Fig. 1: run 1, cell classes on the final placement
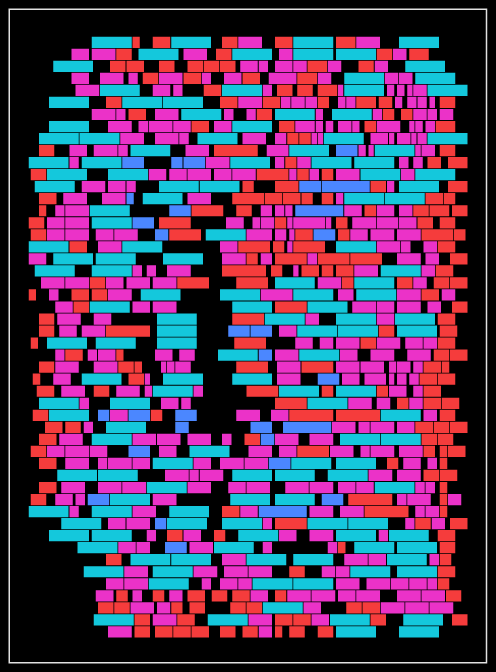
Fig. 2: run 1, clock routing
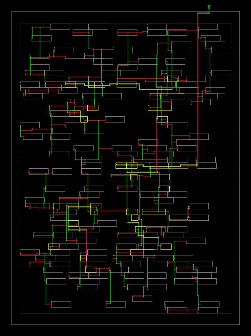
Fig. 3: run 1, clock distribution
The bar under the picture is 20 um long.
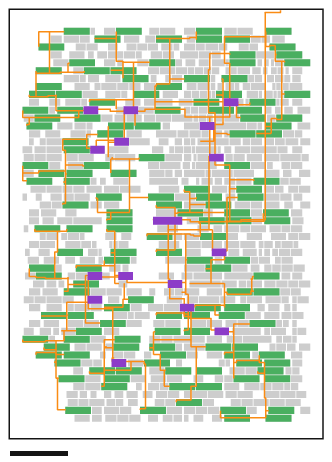
**config.mk**
```make
export PLATFORM = sky130hd
export DESIGN_NAME = if_dec_skid_flat
export DESIGN_NICKNAME = d
export VERILOG_FILES = /design/src/rtl/if_dec_skid_if.sv /design/src/rtl/if_dec_skid.sv /design/src/flat_wrapper.sv
export SDC_FILE = /design/constraint.sdc
export NUM_CORES = 1
export LEC_CHECK = 0
export CAP_MARGIN = 20
export CORE_ASPECT_RATIO = 1.4
export CORE_MARGIN = 4
export CORE_UTILIZATION = 52
export CTS_BUF_LIST = sky130_fd_sc_hd__clkbuf_8
export DETAILED_ROUTE_END_ITERATION = 10
export PLACE_DENSITY = 0.82
export SLEW_MARGIN = 20
export SYNTH_ARGS = -nofsm -noshare
export SYNTH_HDL_FRONTEND = slang
export SYNTH_SLANG_ARGS = --single-unit
```
**constraint.sdc**
```tcl
create_clock -name clk_i -period 2.2 [get_ports clk_i]
set_clock_uncertainty 0.2 [all_clocks]
set_input_delay 0.44 -clock clk_i [delete_from_list [all_inputs] [get_ports clk_i]]
set_output_delay 0.44 -clock clk_i [all_outputs]
set_load 0.02 [all_outputs]
```
**src/rtl/if_dec_skid_if.sv**
```systemverilog
// Fetch-to-decode channel of the instruction buffer: fetch beat, hazard/flush controls and
// the decode-side head entry. Signal names carry the buffer's point of view.
interface if_dec_skid_if #(
  parameter int unsigned STALL_CNT_WIDTH = 16
);
  logic                       if_valid_i;
  logic [31:0]                if_instr_i;
  logic [31:0]                if_pc_i;
  logic                       if_ready_o;
  logic                       discard_i;
  logic                       stall_request_i;
  logic                       dec_ready_i;
  logic                       dec_valid_o;
  logic [31:0]                dec_instr_o;
  logic [31:0]                dec_pc_o;
  logic [4:0]                 dec_raddr1_o;
  logic [4:0]                 dec_raddr2_o;
  logic [STALL_CNT_WIDTH-1:0] stall_count_o;

  modport slave (
    input  if_valid_i, if_instr_i, if_pc_i, discard_i, stall_request_i, dec_ready_i,
    output if_ready_o, dec_valid_o, dec_instr_o, dec_pc_o, dec_raddr1_o, dec_raddr2_o,
           stall_count_o
  );

  modport master (
    output if_valid_i, if_instr_i, if_pc_i, discard_i, stall_request_i, dec_ready_i,
    input  if_ready_o, dec_valid_o, dec_instr_o, dec_pc_o, dec_raddr1_o, dec_raddr2_o,
           stall_count_o
  );
endinterface

```
**src/rtl/if_dec_skid.sv**
```systemverilog
// Two-entry fetch/decode instruction buffer (head + skid) with branch flush, qualified
// source-register extraction for the hazard unit and a saturating stall counter.
module if_dec_skid #(
  parameter int unsigned STALL_CNT_WIDTH = 16,
  parameter logic [31:0] NOP_INSTR       = 32'h0000_0013
) (
  input logic          clk_i,
  input logic          rst_i,
  if_dec_skid_if.slave bus
);

  typedef enum logic [1:0] {StEmpty, StOne, StTwo} state_e;

  state_e                     state_q, state_d;
  logic [31:0]                head_instr_q, head_pc_q;
  logic [31:0]                skid_instr_q, skid_pc_q;
  logic                       if_ready_q;
  logic [STALL_CNT_WIDTH-1:0] stall_cnt_q;

  logic        head_valid, accept, consume;
  logic        load_head, load_skid, shift_skid;
  logic [31:0] instr_out, pc_out;
  logic [4:0]  raddr1, raddr2;

  assign head_valid = (state_q != StEmpty);
  assign accept     = bus.if_valid_i & if_ready_q;
  assign consume    = head_valid & bus.dec_ready_i & ~bus.stall_request_i;

  always_ff @(posedge clk_i or negedge rst_i) begin
    if (!rst_i) state_q <= StEmpty;
    else        state_q <= state_d;
  end

  always_comb begin
    state_d = state_q;
    if (bus.discard_i) begin
      state_d = StEmpty;
    end else begin
      unique case (state_q)
        StEmpty: if (accept) state_d = StOne;
        StOne: begin
          if (accept && !consume)      state_d = StTwo;
          else if (!accept && consume) state_d = StEmpty;
        end
        StTwo:   if (consume) state_d = StOne;
        default: state_d = StEmpty;
      endcase
    end
  end

  // Head takes the fetch beat when it is (or is about to become) free; skid only when the
  // head is held.
  assign load_head  = ~bus.discard_i & accept &
                      ((state_q == StEmpty) | ((state_q == StOne) & consume));
  assign load_skid  = ~bus.discard_i & accept & (state_q == StOne) & ~consume;
  assign shift_skid = ~bus.discard_i & consume & (state_q == StTwo);

  always_ff @(posedge clk_i or negedge rst_i) begin
    if (!rst_i) begin
      head_instr_q <= '0;
      head_pc_q    <= '0;
      skid_instr_q <= '0;
      skid_pc_q    <= '0;
    end else begin
      if (load_head) begin
        head_instr_q <= bus.if_instr_i;
        head_pc_q    <= bus.if_pc_i;
      end else if (shift_skid) begin
        head_instr_q <= skid_instr_q;
        head_pc_q    <= skid_pc_q;
      end
      if (load_skid) begin
        skid_instr_q <= bus.if_instr_i;
        skid_pc_q    <= bus.if_pc_i;
      end
    end
  end

  always_ff @(posedge clk_i or negedge rst_i) begin
    if (!rst_i) if_ready_q <= 1'b0;
    else        if_ready_q <= (state_d != StTwo);
  end

  always_ff @(posedge clk_i or negedge rst_i) begin
    if (!rst_i) begin
      stall_cnt_q <= '0;
    end else if (head_valid && bus.stall_request_i && !bus.discard_i && !(&stall_cnt_q)) begin
      stall_cnt_q <= stall_cnt_q + 1'b1;
    end
  end

  // Only register fields the instruction type actually reads are exposed, so unused fields
  // never raise a false hazard.
  always_comb begin
    instr_out = NOP_INSTR;
    pc_out    = '0;
    raddr1    = '0;
    raddr2    = '0;
    if (head_valid) begin
      instr_out = head_instr_q;
      pc_out    = head_pc_q;
      case (head_instr_q[6:0])
        7'b0110011, 7'b0010011, 7'b0000011,
        7'b0100011, 7'b1100011, 7'b1100111: raddr1 = head_instr_q[19:15];
        default:                            raddr1 = '0;
      endcase
      case (head_instr_q[6:0])
        7'b0110011, 7'b0100011, 7'b1100011: raddr2 = head_instr_q[24:20];
        default:                            raddr2 = '0;
      endcase
    end
  end

  assign bus.if_ready_o    = if_ready_q;
  assign bus.dec_valid_o   = head_valid;
  assign bus.dec_instr_o   = instr_out;
  assign bus.dec_pc_o      = pc_out;
  assign bus.dec_raddr1_o  = raddr1;
  assign bus.dec_raddr2_o  = raddr2;
  assign bus.stall_count_o = stall_cnt_q;

endmodule

```
**src/flat_wrapper.sv**
```systemverilog
// flat-port wrapper written by rule: the top's interface ports become plain ports
module if_dec_skid_flat 
#(
  parameter int unsigned STALL_CNT_WIDTH = 16,
  parameter logic [31:0] NOP_INSTR       = 32'h0000_0013
)
  (clk_i, rst_i, bus_if_valid_i, bus_if_instr_i, bus_if_pc_i, bus_discard_i, bus_stall_request_i, bus_dec_ready_i, bus_if_ready_o, bus_dec_valid_o, bus_dec_instr_o, bus_dec_pc_o, bus_dec_raddr1_o, bus_dec_raddr2_o, bus_stall_count_o);
  if_dec_skid_if #(.STALL_CNT_WIDTH(STALL_CNT_WIDTH)) bus_i ();
  input logic clk_i;
  input logic rst_i;
  input wire logic [$bits(bus_i.if_valid_i)-1:0] bus_if_valid_i;
  input wire logic [$bits(bus_i.if_instr_i)-1:0] bus_if_instr_i;
  input wire logic [$bits(bus_i.if_pc_i)-1:0] bus_if_pc_i;
  input wire logic [$bits(bus_i.discard_i)-1:0] bus_discard_i;
  input wire logic [$bits(bus_i.stall_request_i)-1:0] bus_stall_request_i;
  input wire logic [$bits(bus_i.dec_ready_i)-1:0] bus_dec_ready_i;
  output wire logic [$bits(bus_i.if_ready_o)-1:0] bus_if_ready_o;
  output wire logic [$bits(bus_i.dec_valid_o)-1:0] bus_dec_valid_o;
  output wire logic [$bits(bus_i.dec_instr_o)-1:0] bus_dec_instr_o;
  output wire logic [$bits(bus_i.dec_pc_o)-1:0] bus_dec_pc_o;
  output wire logic [$bits(bus_i.dec_raddr1_o)-1:0] bus_dec_raddr1_o;
  output wire logic [$bits(bus_i.dec_raddr2_o)-1:0] bus_dec_raddr2_o;
  output wire logic [$bits(bus_i.stall_count_o)-1:0] bus_stall_count_o;
  assign bus_i.if_valid_i = bus_if_valid_i;
  assign bus_i.if_instr_i = bus_if_instr_i;
  assign bus_i.if_pc_i = bus_if_pc_i;
  assign bus_i.discard_i = bus_discard_i;
  assign bus_i.stall_request_i = bus_stall_request_i;
  assign bus_i.dec_ready_i = bus_dec_ready_i;
  assign bus_if_ready_o = bus_i.if_ready_o;
  assign bus_dec_valid_o = bus_i.dec_valid_o;
  assign bus_dec_instr_o = bus_i.dec_instr_o;
  assign bus_dec_pc_o = bus_i.dec_pc_o;
  assign bus_dec_raddr1_o = bus_i.dec_raddr1_o;
  assign bus_dec_raddr2_o = bus_i.dec_raddr2_o;
  assign bus_stall_count_o = bus_i.stall_count_o;
  if_dec_skid #(.STALL_CNT_WIDTH(STALL_CNT_WIDTH), .NOP_INSTR(NOP_INSTR)) u_core (.clk_i(clk_i), .rst_i(rst_i), .bus(bus_i));
endmodule
```
==> results.txt, run 1 <==
The flow run is done. The flow ran to the end, but the final reports show violations. The checks that failed: negative setup slack. STA puts the critical path data arrival time at 1.86 ns. The area fraction of the largest cell type after synthesis is 0.510. The cell-mix breakdown from Yosys lists the compound-gate area share as 0.0116.

Post-detailed-route DRC marker count landed at 0. Hold timing on the final database bottoms out at a slack of 0.303 ns. Routed length on met1 landed at 7810 um.

Depth of the worst register-to-register path landed at 7. The critical path is of the reg -> out type. Buffering stage count on the worst path with inverters included landed at 1.

Per report_power, the top consumer among the power groups is registers. Looking at the clock tree report, the H-tree level count equals 4. The most common cell in the synthesized netlist is sky130_fd_sc_hd__mux2_2. Per STA, the startpoint of the critical path is u_core.state_q[0]. By area the synthesized netlist is led by sky130_fd_sc_hd__dfrtp_1 51%, sky130_fd_sc_hd__mux2_2 24%, sky130_fd_sc_hd__mux2_4 7.5%.

The kind of cell with the highest combined delay along the critical path is simple AND/OR/NAND/NOR gates. Tap cell count landed at 182. For this run, the post-layout net count is 812. Wire segments on met3 add up to 891 um in the final route.

Detailed routing inserted a total of 5127 vias. After layout, the buffer instance count without clock buffers stands at 224. Final standard cell area without fillers landed at 0.0106 mm^2. Met2 usage in global routing landed at 0.458. Of all cell types, the one taking the most synthesized area is sky130_fd_sc_hd__dfrtp_1. In the layout the commonest cells are 147 x sky130_fd_sc_hd__dfrtp_1, 121 x sky130_fd_sc_hd__mux2_4, 73 x sky130_fd_sc_hd__clkdlybuf4s50_1. According to the timing report, the critical path is captured at bus_dec_raddr2_o[3].

Routability congestion estimate landed at 0.789. Power in the clock group landed at 0.00230 W. Post-synthesis instance area landed at 0.00722 mm^2. Number of antenna violations at the first check in global routing landed at 0. Setup slack after layout landed at -0.298 ns.

Standard cell area after detailed placement landed at 0.00928 mm^2. Cell internal power was estimated by the tool at 0.00761 W. The worst setup path is captured at an output pin.

Number of endpoints failing setup at the final stage landed at 131. The area taken by multi-input combinational cells is reported as 0.00375 mm^2. The most common logic cell in the final layout is sky130_fd_sc_hd__dfrtp_1. The first global-routing pass estimated 31400 um of wire.

Net count entering floorplan landed at 599. The worst hold path belongs to the class reg -> reg. Post-synth tally of flip-flops with integrated enable landed at 0. Number of top-level design ports landed at 162. Yosys stat cell total landed at 528.

For this run, the number of standard cells in the final layout without fillers is 934. Total of fill cells in the finished design landed at 789. Clock slew seen by the registers of the worst setup and hold paths landed at 0.08 ns.

Total negative slack landed at -14.66 ns. Die extent in y landed at 147 um. Detailed-route iteration 0 reported a violation count of 133.

Via count of the first global-routing pass landed at 5793. After layout, the minimum clock period comes to 2.50 ns. The number of different library cells used by synthesis comes to 39. Counting pins that exceed their max-slew limit in the final report gives 0. Entering global routing, the biggest net connects 54 pins. For the pin with the worst max-slew slack, the measured transition is 0.533 ns. Global-route track usage on met1 landed at 0.303.

Of the synthesized area, sequential elements account for 0.510. The stat command in Yosys gives a chip area of 0.00722 mm^2. Multi-input logic portion of the cell area landed at 0.354. Count of max-cap constraint violations landed at 0.

Area fraction in and, or, nand and nor cells after synthesis landed at 0.115. Average footprint of a synthesized cell landed at 13.7 um^2. Count of mapped cells out of synthesis landed at 528. Total routing usage reported by global routing landed at 0.256. Largest stage delay on the critical path landed at 0.39 ns. CTS reports a maximum clock tree buffer depth of 2. Largest voltage drop on the vdd net landed at 0.617 mV. Looking at the critical path, the highest net fanout was 5. The finished layout reports a core utilization of 0.785.

For reference, the mux area share after synthesis is 0.318. By area, the class that comes first in the final layout consists of multi-input combinational cells. The root buffer cell chosen for the clock tree is sky130_fd_sc_hd__clkbuf_8. STA lists the startpoint of the worst register-to-register path as u_core.state_q[1]. Worst hold path depth landed at 1.

STA puts the critical path data required time at 1.56 ns. The layout report gives the register share of total cell area as 0.347. Based on the critical path, the design can be clocked at up to 400 MHz.
Notes on Fig. 1 above:
flip-flops -> cyan  # cells 147, share of their area 35%
clock drivers and dummy loads -> blue  # cells 30, share of their area 4.1%
all other logic -> magenta  # cells 351, share of their area 36%
other buffers and delay cells -> red  # cells 224, share of their area 24%

Notes on Fig. 2 above:
Clock Latency Late Sink: 0.43 ns
number of flip-flops and latches: 147
layout clock buffer count: 18
CTS buffer count: 17

Notes on Fig. 3 above:
clock wires -> orange  # length 1780 um
cells driving clock nets -> purple  # count 17
flip-flops -> green  # count 147
flops lie = all over the die
routed clock nets = 18

Fig. 4: run 1, selected gate families
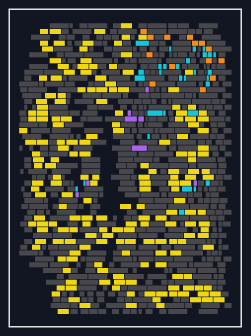

--- run 2 (diff from run 1) ---
Settings changed: CORE_ASPECT_RATIO 1.4 to 0.75, REMOVE_ABC_BUFFERS from default to 1.
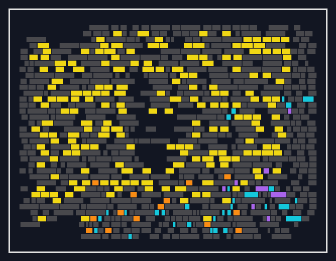
Fig. 5. Selected gate families (run 2).
inverting AOI/OAI gates -> purple  # cells 8, where lower right
multiplexers -> yellow  # cells 192
NAND gates -> cyan  # cells 30
XOR/XNOR gates -> orange  # cells 14

==> results.txt, run 2 <==
The flow run is done. The run finished, with violations left. The checks that failed: negative setup slack. Storage element area landed at 0.00368 mm^2.

The area growth from synthesis to layout is 42.4%. Across all stage logs, warnings added up to 27. Total routing usage reported by global routing landed at 0.220 (-0.0362). The count of mapped cells out of synthesis was 528 (unchanged). The top cell types in the final layout, fill and taps aside, are 154 x sky130_fd_sc_hd__mux2_2, 147 x sky130_fd_sc_hd__dfrtp_1, 69 x sky130_fd_sc_hd__clkdlybuf4s50_1. The fraction of synthesized cell area taken by the top area cell type is 0.510 (unchanged). The data required time of the worst path was 1.56 ns (about the same). The largest voltage drop on the vdd net was 0.571 mV (-7.5%). Global-route track usage on met1 landed at 0.294 (-0.00907). Detailed-route via count landed at 4982 (-2.8%). For reference, the critical path cell chain is or2_4, and4b_1, and4b_2, and2_4, buf_6.

The met2 usage in global routing came to 0.341 (-0.117). Utilization of the core after routing landed at 0.773 (-0.0121). Per the detailed-route log, wirelength across all metal layers totals 18400 um. Clock period minus worst slack landed at 2.52 ns (+0.0251 ns). Maximum clock insertion buffer count landed at 2 (unchanged). The setup slack after layout was -0.323 ns (-0.0251 ns). The worst hold path depth is 1 (unchanged). Power of the combinational group landed at 0.00340 W. STA classifies the critical path startpoint as a flop. Looking at the reg2reg group, the worst path starts from u_core.state_q[1]. On the critical path, the stage with the largest delay is an instance of sky130_fd_sc_hd__dfrtp_1. Relative slew slack landed at 0.623. The yosys stat chip area was 0.00722 mm^2 (unchanged). The total of fill cells in the finished design came to 778 (-1.4%). STA classifies the critical path endpoint as an output pin. Number of buffers created by CTS landed at 17 (unchanged). The number of non-clock buffers in the layout was 222 (-0.89%). The achievable clock frequency was 396 MHz (-1.0%). In this run the worst setup path begins at u_core.state_q[0].

Proportion of final cell area spent on non-clock buffers landed at 0.246. The standard cell area after detailed placement came to 0.00932 mm^2 (+0.44%). The STA report counts the stages on the worst setup path as 5. The total negative slack came to -17.61 ns (-2.95 ns).

Following the worst setup path forward leads to its endpoint at bus_dec_raddr2_o[0]. Count of cell types in the netlist landed at 39 (unchanged). Average footprint of a synthesized cell landed at 13.7 um^2 (unchanged). Count of max-cap constraint violations landed at 0 (unchanged). The root buffer cell chosen for the clock tree is sky130_fd_sc_hd__clkbuf_8. The compound-cell area share of the yosys netlist was 0.0116 (unchanged). The sequential portion of the cell area came to 0.358 (+0.0114). Number of clock-tree buffers in the layout landed at 17 (-1). The routed length on met1 is 8150 um (+4.3%). Yosys shows that the main logic family after synthesis is multiplexers.

The die extent in y came to 110 um (-25%). For this run, combinational gates with multiple inputs come to 350. Number of top-level design ports landed at 162 (unchanged). The script logs the mean routed wire length per placed instance as 19.9 um. The design draws 0.0101 W.

The global routing stage identified its most utilized layer as met2. In the final design, more cell area goes to sequential cells than to any other class. The routability congestion estimate was 0.872 (+11%).

Non-clock inverter instance count of the final layout landed at 1. Violation tally from detailed-route iteration zero landed at 228 (+71%). Net count of the finished layout landed at 810 (-0.25%). Number of cells in the finished layout apart from fillers landed at 923 (-1.2%).

Final-layout worst hold slack landed at 0.305 ns (+0.00239 ns). Combinational group share of total power landed at 0.338. Number of search-and-repair iterations in the first detailed-routing pass landed at 4.

The number of antenna violations at the first check in global routing was 0 (unchanged). The final standard cell area without fillers came to 0.0103 mm^2 (-3.2%). The post-synthesis instance area came to 0.00722 mm^2 (unchanged).

The biggest area contributor in the post-synthesis netlist is sky130_fd_sc_hd__dfrtp_1. Yosys stat cell total landed at 528 (unchanged). Power drawn by the sequential cells landed at 0.00438 W. Clock slew seen by the registers of the worst setup and hold paths landed at 0.09 ns (about the same). Xor and xnor fraction of the mapped netlist area landed at 0.0170. The startpoint identified for the worst hold timing path is u_core.head_pc_q[1]. The pin count of the biggest net entering global routing was 58 (+7.4%). The post-detailed-route DRC marker count was 0 (unchanged). The multi-input combinational cell area was 0.00342 mm^2 (-8.9%). The total number of H-tree levels is 4 (unchanged). The multi-input logic portion of the cell area is 0.333 (-0.0208). The area fraction in and, or, nand and nor cells after synthesis is 0.115 (unchanged).

The share of the core area taken by cells at floorplan is 0.543. The tap cell count is 171 (-6.0%). The register area share after synthesis is 0.510 (unchanged). Switching power total landed at 0.00305 W.

In this run the power density over the cells is 979 mW/mm^2. The largest stage delay on the critical path was 0.38 ns (about the same). Via count of the first global-routing pass landed at 5288 (-8.7%).

Post-CTS setup repair buffer count landed at 0. Critical-path maximum fanout landed at 5 (unchanged). The count of flip-flops and latches came to 147 (unchanged). Buffering stage count on the worst path with inverters included landed at 1 (unchanged). The number of pins with negative max-slew slack in the final report is 0 (unchanged). The routed length on met3 was 1310 um (+47%).

The main area contributors are sky130_fd_sc_hd__dfrtp_1 51%, sky130_fd_sc_hd__mux2_2 24%, sky130_fd_sc_hd__mux2_4 7.5%. The cell-mix breakdown from Yosys lists the adder-cell area share as 0.00173. The cell family contributing the most delay on the critical path is simple AND/OR/NAND/NOR gates.

The share of synthesized area spent on multiplexers was 0.318 (unchanged). The slew of the pin with the lowest slew margin was 0.565 ns (+0.0327 ns). Share of synthesized registers carrying an async set or reset landed at 1.00.

The first-pass GRT wire length came to 26900 um (-14%). Per the OpenROAD floorplan log, the width of the die is 144 um. Post-synth tally of flip-flops with integrated enable landed at 0 (unchanged). In the post-synthesis netlist, the cell with the most instances is sky130_fd_sc_hd__mux2_2. Among logic cells in the layout, the one with the most instances is sky130_fd_sc_hd__mux2_2. The setup path with the least slack is of type reg -> out. In this run the worst hold path is classified as reg -> reg. The endpoint of the worst hold path is reported as u_core.head_pc_q[1]. Worst setup timing slack at the placement stage landed at -0.433 ns. Number of clock sinks landed at 147. Number of endpoints failing setup at the final stage landed at 136 (+3.8%).

Of all power groups, the one with the highest power is registers. Depth of the worst register-to-register path landed at 8 (+1). After detailed routing, no signal wire sits above met4. Count of yosys warnings during synthesis landed at 0. Met2 wirelength from detailed routing landed at 8670 um. Critical path arrival landed at 1.88 ns (+0.02 ns). Total internal power landed at 0.00701 W (-8.0%).
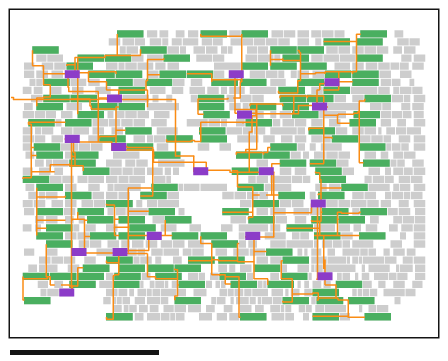
Fig. 6. Clock distribution (run 2).
The bar under the picture is 50 um long.
clock wires -> orange  # length 1730 um
cells driving clock nets -> purple  # count 17
flip-flops -> green  # count 147
flops lie = all over the die
routed clock nets = 18
clock-net power: 0.00228 W
relative contribution of the clock network to total power: 0.227
Clock Latency Late Sink: 0.46 ns

Fig. 7: run 2, clock routing
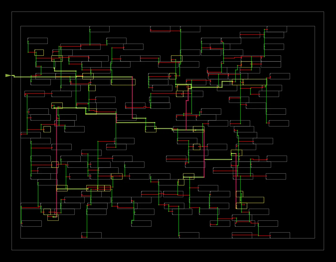

--- run 3 (diff from run 2) ---
--- a/config.mk
+++ b/config.mk
@@ -10,6 +10,6 @@
 export CORE_MARGIN = 4
-export CORE_UTILIZATION = 52
+export CORE_UTILIZATION = 47
 export CTS_BUF_LIST = sky130_fd_sc_hd__clkbuf_8
 export DETAILED_ROUTE_END_ITERATION = 10
-export PLACE_DENSITY = 0.82
+export PLACE_DENSITY = 0.78
 export REMOVE_ABC_BUFFERS = 1
==> constraint.sdc (replaced) <==
create_clock -name clk_i -period 2 [get_ports clk_i]
set_clock_uncertainty 0.2 [all_clocks]
set_input_delay 0.3 -clock clk_i [delete_from_list [all_inputs] [get_ports clk_i]]
set_output_delay 0.3 -clock clk_i [all_outputs]
set_load 0.02 [all_outputs]
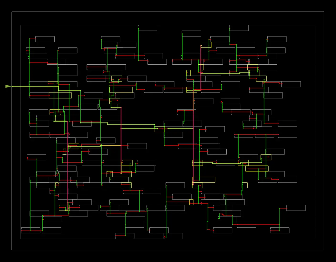
Fig. 8. Clock routing (run 3).
layout clock buffer count: 20
CTS Sinks: 147
Clock Latency Late Sink: 0.45 ns
clock-net power: 0.00255 W

==> results.txt, run 3 <==
The flow run is done. The run finished, with violations left. The final reports fail on negative setup slack. The slowest stage of the critical path belongs to the cell sky130_fd_sc_hd__dfrtp_1. Area fraction in and, or, nand and nor cells after synthesis landed at 0.115 (unchanged). The post-synthesis adder-cell area fraction came to 0.00173 (unchanged). Routability congestion estimate landed at 0.848 (-2.7%).

Worst setup timing slack at the placement stage landed at -0.528 ns (-0.0954 ns). Global route summary, busiest routing layer listed as met2. The share of total power dissipated in sequential elements is 0.417. The yosys stat cell total was 528 (unchanged). Area growth from synthesis to layout landed at 49.7%. The standard cell area after detailed placement is 0.00945 mm^2 (+1.3%). The tap cell count is 200 (+17%). The maximum clock insertion buffer count was 2 (unchanged). Combinational group share of total power landed at 0.364 (+0.026). For this run, the leading register cell type out of synthesis is sky130_fd_sc_hd__dfrtp_1. Number of buffers created by CTS landed at 17 (unchanged). In this run the critical register-to-register path is captured at u_core.head_instr_q[8].

The routed length on met1 came to 8800 um (+8.1%). The count of max-cap constraint violations was 0 (unchanged). The total routing usage reported by global routing came to 0.217 (-0.00272). The total internal power was 0.00820 W (+17%). The global routing report lists met3 layer usage as 0.0552. The final standard cell area without fillers is 0.0108 mm^2 (+5.1%). The number of search-and-repair iterations in the first detailed-routing pass was 4 (unchanged). In the power breakdown, the biggest contributor is registers. The fraction of synthesized cell area taken by the top area cell type was 0.510 (unchanged). Final-layout worst hold slack landed at 0.140 ns (-0.165 ns). The compound-cell area share of the yosys netlist came to 0.0116 (unchanged). Post-route period utilization is reported as 1.20.

Die extent in y landed at 115 um (+4.8%). The number of top-level design ports was 162 (unchanged). In this run the worst setup path begins at u_core.state_q[1]. Number of hold-repair buffers added at the cts stage landed at 1.

The via count of the first global-routing pass was 5358 (+1.3%). Setup repair after global routing could not meet its margin everywhere. The count of warning messages emitted by the tools is 27 (unchanged). Clock period minus worst slack landed at 2.40 ns. The total of fill cells in the finished design came to 943 (+21%).

Number of pins with negative max-slew slack in the final report landed at 0 (unchanged). The launch point of the worst register-to-register path is recorded as u_core.state_q[1]. The critical path is of the reg -> out type.

For reference, the final report shows the hold violation count at 0. Yosys stat chip area landed at 0.00722 mm^2 (unchanged). Multi-input combinational cell area landed at 0.00356 mm^2 (+4.0%). The setup slack after layout came to -0.403 ns (-0.0806 ns). Measured on the final layout, the clock distribution area share stands at 0.0403. The count of cell types in the netlist was 39 (unchanged).

Net count of the finished layout landed at 840 (+3.7%). Final antenna-violating net count landed at 0. The critical-path maximum fanout came to 5 (unchanged). Post-detailed-route DRC marker count landed at 0 (unchanged). Ranked by instance count, the synthesized netlist is headed by 154 x sky130_fd_sc_hd__mux2_2, 147 x sky130_fd_sc_hd__dfrtp_1, 66 x sky130_fd_sc_hd__and2_1. The critical path arrival is 1.90 ns (+0.02 ns). The violation tally from detailed-route iteration zero is 278 (+22%). The timing report shows the most common cell along the critical path to be sky130_fd_sc_hd__and4b_2. Sum of routed wire length over all layers landed at 20000 um (+8.8%). Per-cell via count in the routed design landed at 5.26.

STA classifies the critical path endpoint as an output pin. The worst setup path is launched from a flop. Of the total power, the share spent switching nets is 0.293. The highest layer touched by signal routing is met5. The power density relative to cell area came to 1070 mW/mm^2 (+9.8%). The share of synthesized registers carrying an async set or reset came to 1.00 (unchanged).

Post-synth tally of flip-flops with integrated enable landed at 0 (unchanged). The post-synthesis instance area was 0.00722 mm^2 (unchanged). Wire length per cell after detailed routing landed at 20.4 um (+2.4%). The routed length on met3 was 1260 um (-3.9%). Count of mapped cells out of synthesis landed at 528 (unchanged). Fraction of the core area occupied by cells at floorplan landed at 0.490 (-0.0535). The most common logic cells in the final layout are 153 x sky130_fd_sc_hd__mux2_2, 147 x sky130_fd_sc_hd__dfrtp_1, 68 x sky130_fd_sc_hd__clkdlybuf4s50_1. The largest cell class by area is sequential cells. OpenSTA lists the critical path endpoint as bus_dec_raddr2_o[3]. The signal on the critical path passes through or2_4, and4b_2, and4b_2, and2_4, buf_6. The relative slew slack came to 0.634 (+0.0111). Die area landed at 0.0174 mm^2. The root buffer cell chosen for the clock tree is sky130_fd_sc_hd__clkbuf_8. The average footprint of a synthesized cell was 13.7 um^2 (unchanged). Proportion of final cell area spent on non-clock buffers landed at 0.266 (+0.0202). The number of non-clock buffers in the layout came to 252 (+14%). The count of flip-flops and latches is 147 (unchanged). The buffering stage count on the worst path with inverters included was 1 (unchanged).

After synthesis, the cell types taking the most area are sky130_fd_sc_hd__dfrtp_1 51%, sky130_fd_sc_hd__mux2_2 24%, sky130_fd_sc_hd__mux2_4 7.5%. The number of endpoints failing setup at the final stage is 141 (+3.7%). Final total power landed at 0.0116 W (+15%). The multi-input combinational cell count came to 350 (unchanged). Largest stage delay on the critical path landed at 0.38 ns (about the same).

The pin count of the biggest net entering global routing came to 57 (-1.7%). The largest voltage drop on the vdd net is 0.713 mV (+25%). The tightest min-delay check is of the in -> async type. The met2 wirelength from detailed routing was 9710 um (+12%). Post-CTS repair ended up resizing 298 cells. The non-clock inverter instance count of the final layout came to 1 (unchanged).

The most frequently used library cell after synthesis is sky130_fd_sc_hd__mux2_2. After floorplanning, the core was sized to cover 0.0147 mm^2. Share of synthesized area spent on multiplexers landed at 0.318 (unchanged). Once synthesis finished, the tally of register bits stood at 147. Of the combinational cells, the family taking the most area is multiplexers. After global routing the overflow that remains totals 0. The detailed-route via count came to 5156 (+3.5%). In this design, the largest share of critical-path delay is due to simple AND/OR/NAND/NOR gates. Multi-input logic portion of the cell area landed at 0.329 (-0.00353). Die boundary width landed at 151 um (+4.9%).

First-pass GRT wire length landed at 28800 um (+7.1%). The xor and xnor fraction of the mapped netlist area is 0.0170 (unchanged). TritonCTS built the clock tree. Data required time of the worst path landed at 1.50 ns (-0.06 ns). Total negative slack landed at -37.12 ns (-19.51 ns). Number of placed instances with taps included landed at 911. The post-CTS setup repair buffer count came to 12 (+12). The cell depth of the worst setup path is 5 (unchanged).

The global-route track usage on met1 is 0.292 (-0.00255). Count of input and output buffers landed at 161. For this run, the script counts the antenna cells in the layout as 0. Switching power total landed at 0.00340 W (+11%). The register area share after synthesis is 0.510 (unchanged). Worst reg-to-reg setup slack landed at -0.33 ns. The met2 usage in global routing is 0.355 (+0.0139). Achievable clock frequency landed at 416 MHz. Number of antenna violations at the first check in global routing landed at 1 (+1). The biggest area contributor in the post-synthesis netlist is sky130_fd_sc_hd__dfrtp_1. Among logic cells in the layout, the one with the most instances is sky130_fd_sc_hd__mux2_2. The slew of the pin with the lowest slew margin was 0.548 ns (-0.0177 ns). After floorplanning, the core was divided into 38 placement rows. Ratio of cells with drive above 1 in the final layout landed at 0.576. Clock network power share landed at 0.219 (-0.008). Number of cells in the finished layout apart from fillers landed at 981 (+6.3%). The total number of H-tree levels is 4 (unchanged). Leakage power landed at 5.04 nW. Detailed placement finished with a half-perimeter wire length of 12500 um. The clock slew seen by the registers of the worst setup and hold paths was 0.08 ns (about the same). Power of the combinational group landed at 0.00422 W (+24%). Count of yosys warnings during synthesis landed at 0 (unchanged). Depth of the worst register-to-register path landed at 9 (+1).
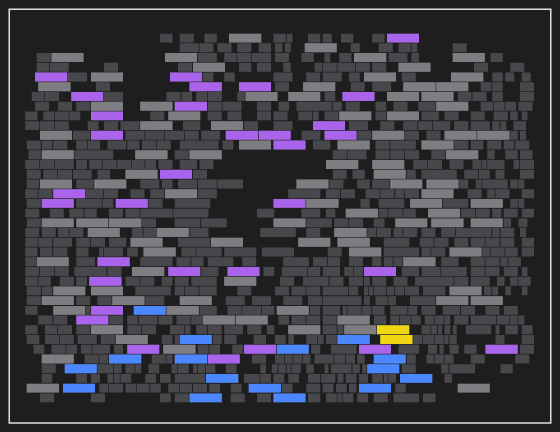
Fig. 9. Register map, names as in the netlist (run 3).
`u_core.bus.stall_count_o` -> blue  # placed flops 16
`u_core.state_q` -> yellow  # placed flops 2
`u_core.head_pc_q` -> purple  # placed flops 32
final core occ: 0.733
power of the sequential group: 0.00484 W
share of cell area taken by flip-flops and latches: 0.341
FF/Latch Area: 0.00368 mm^2

No activity file was given, so power comes from the tool's default toggle rates.
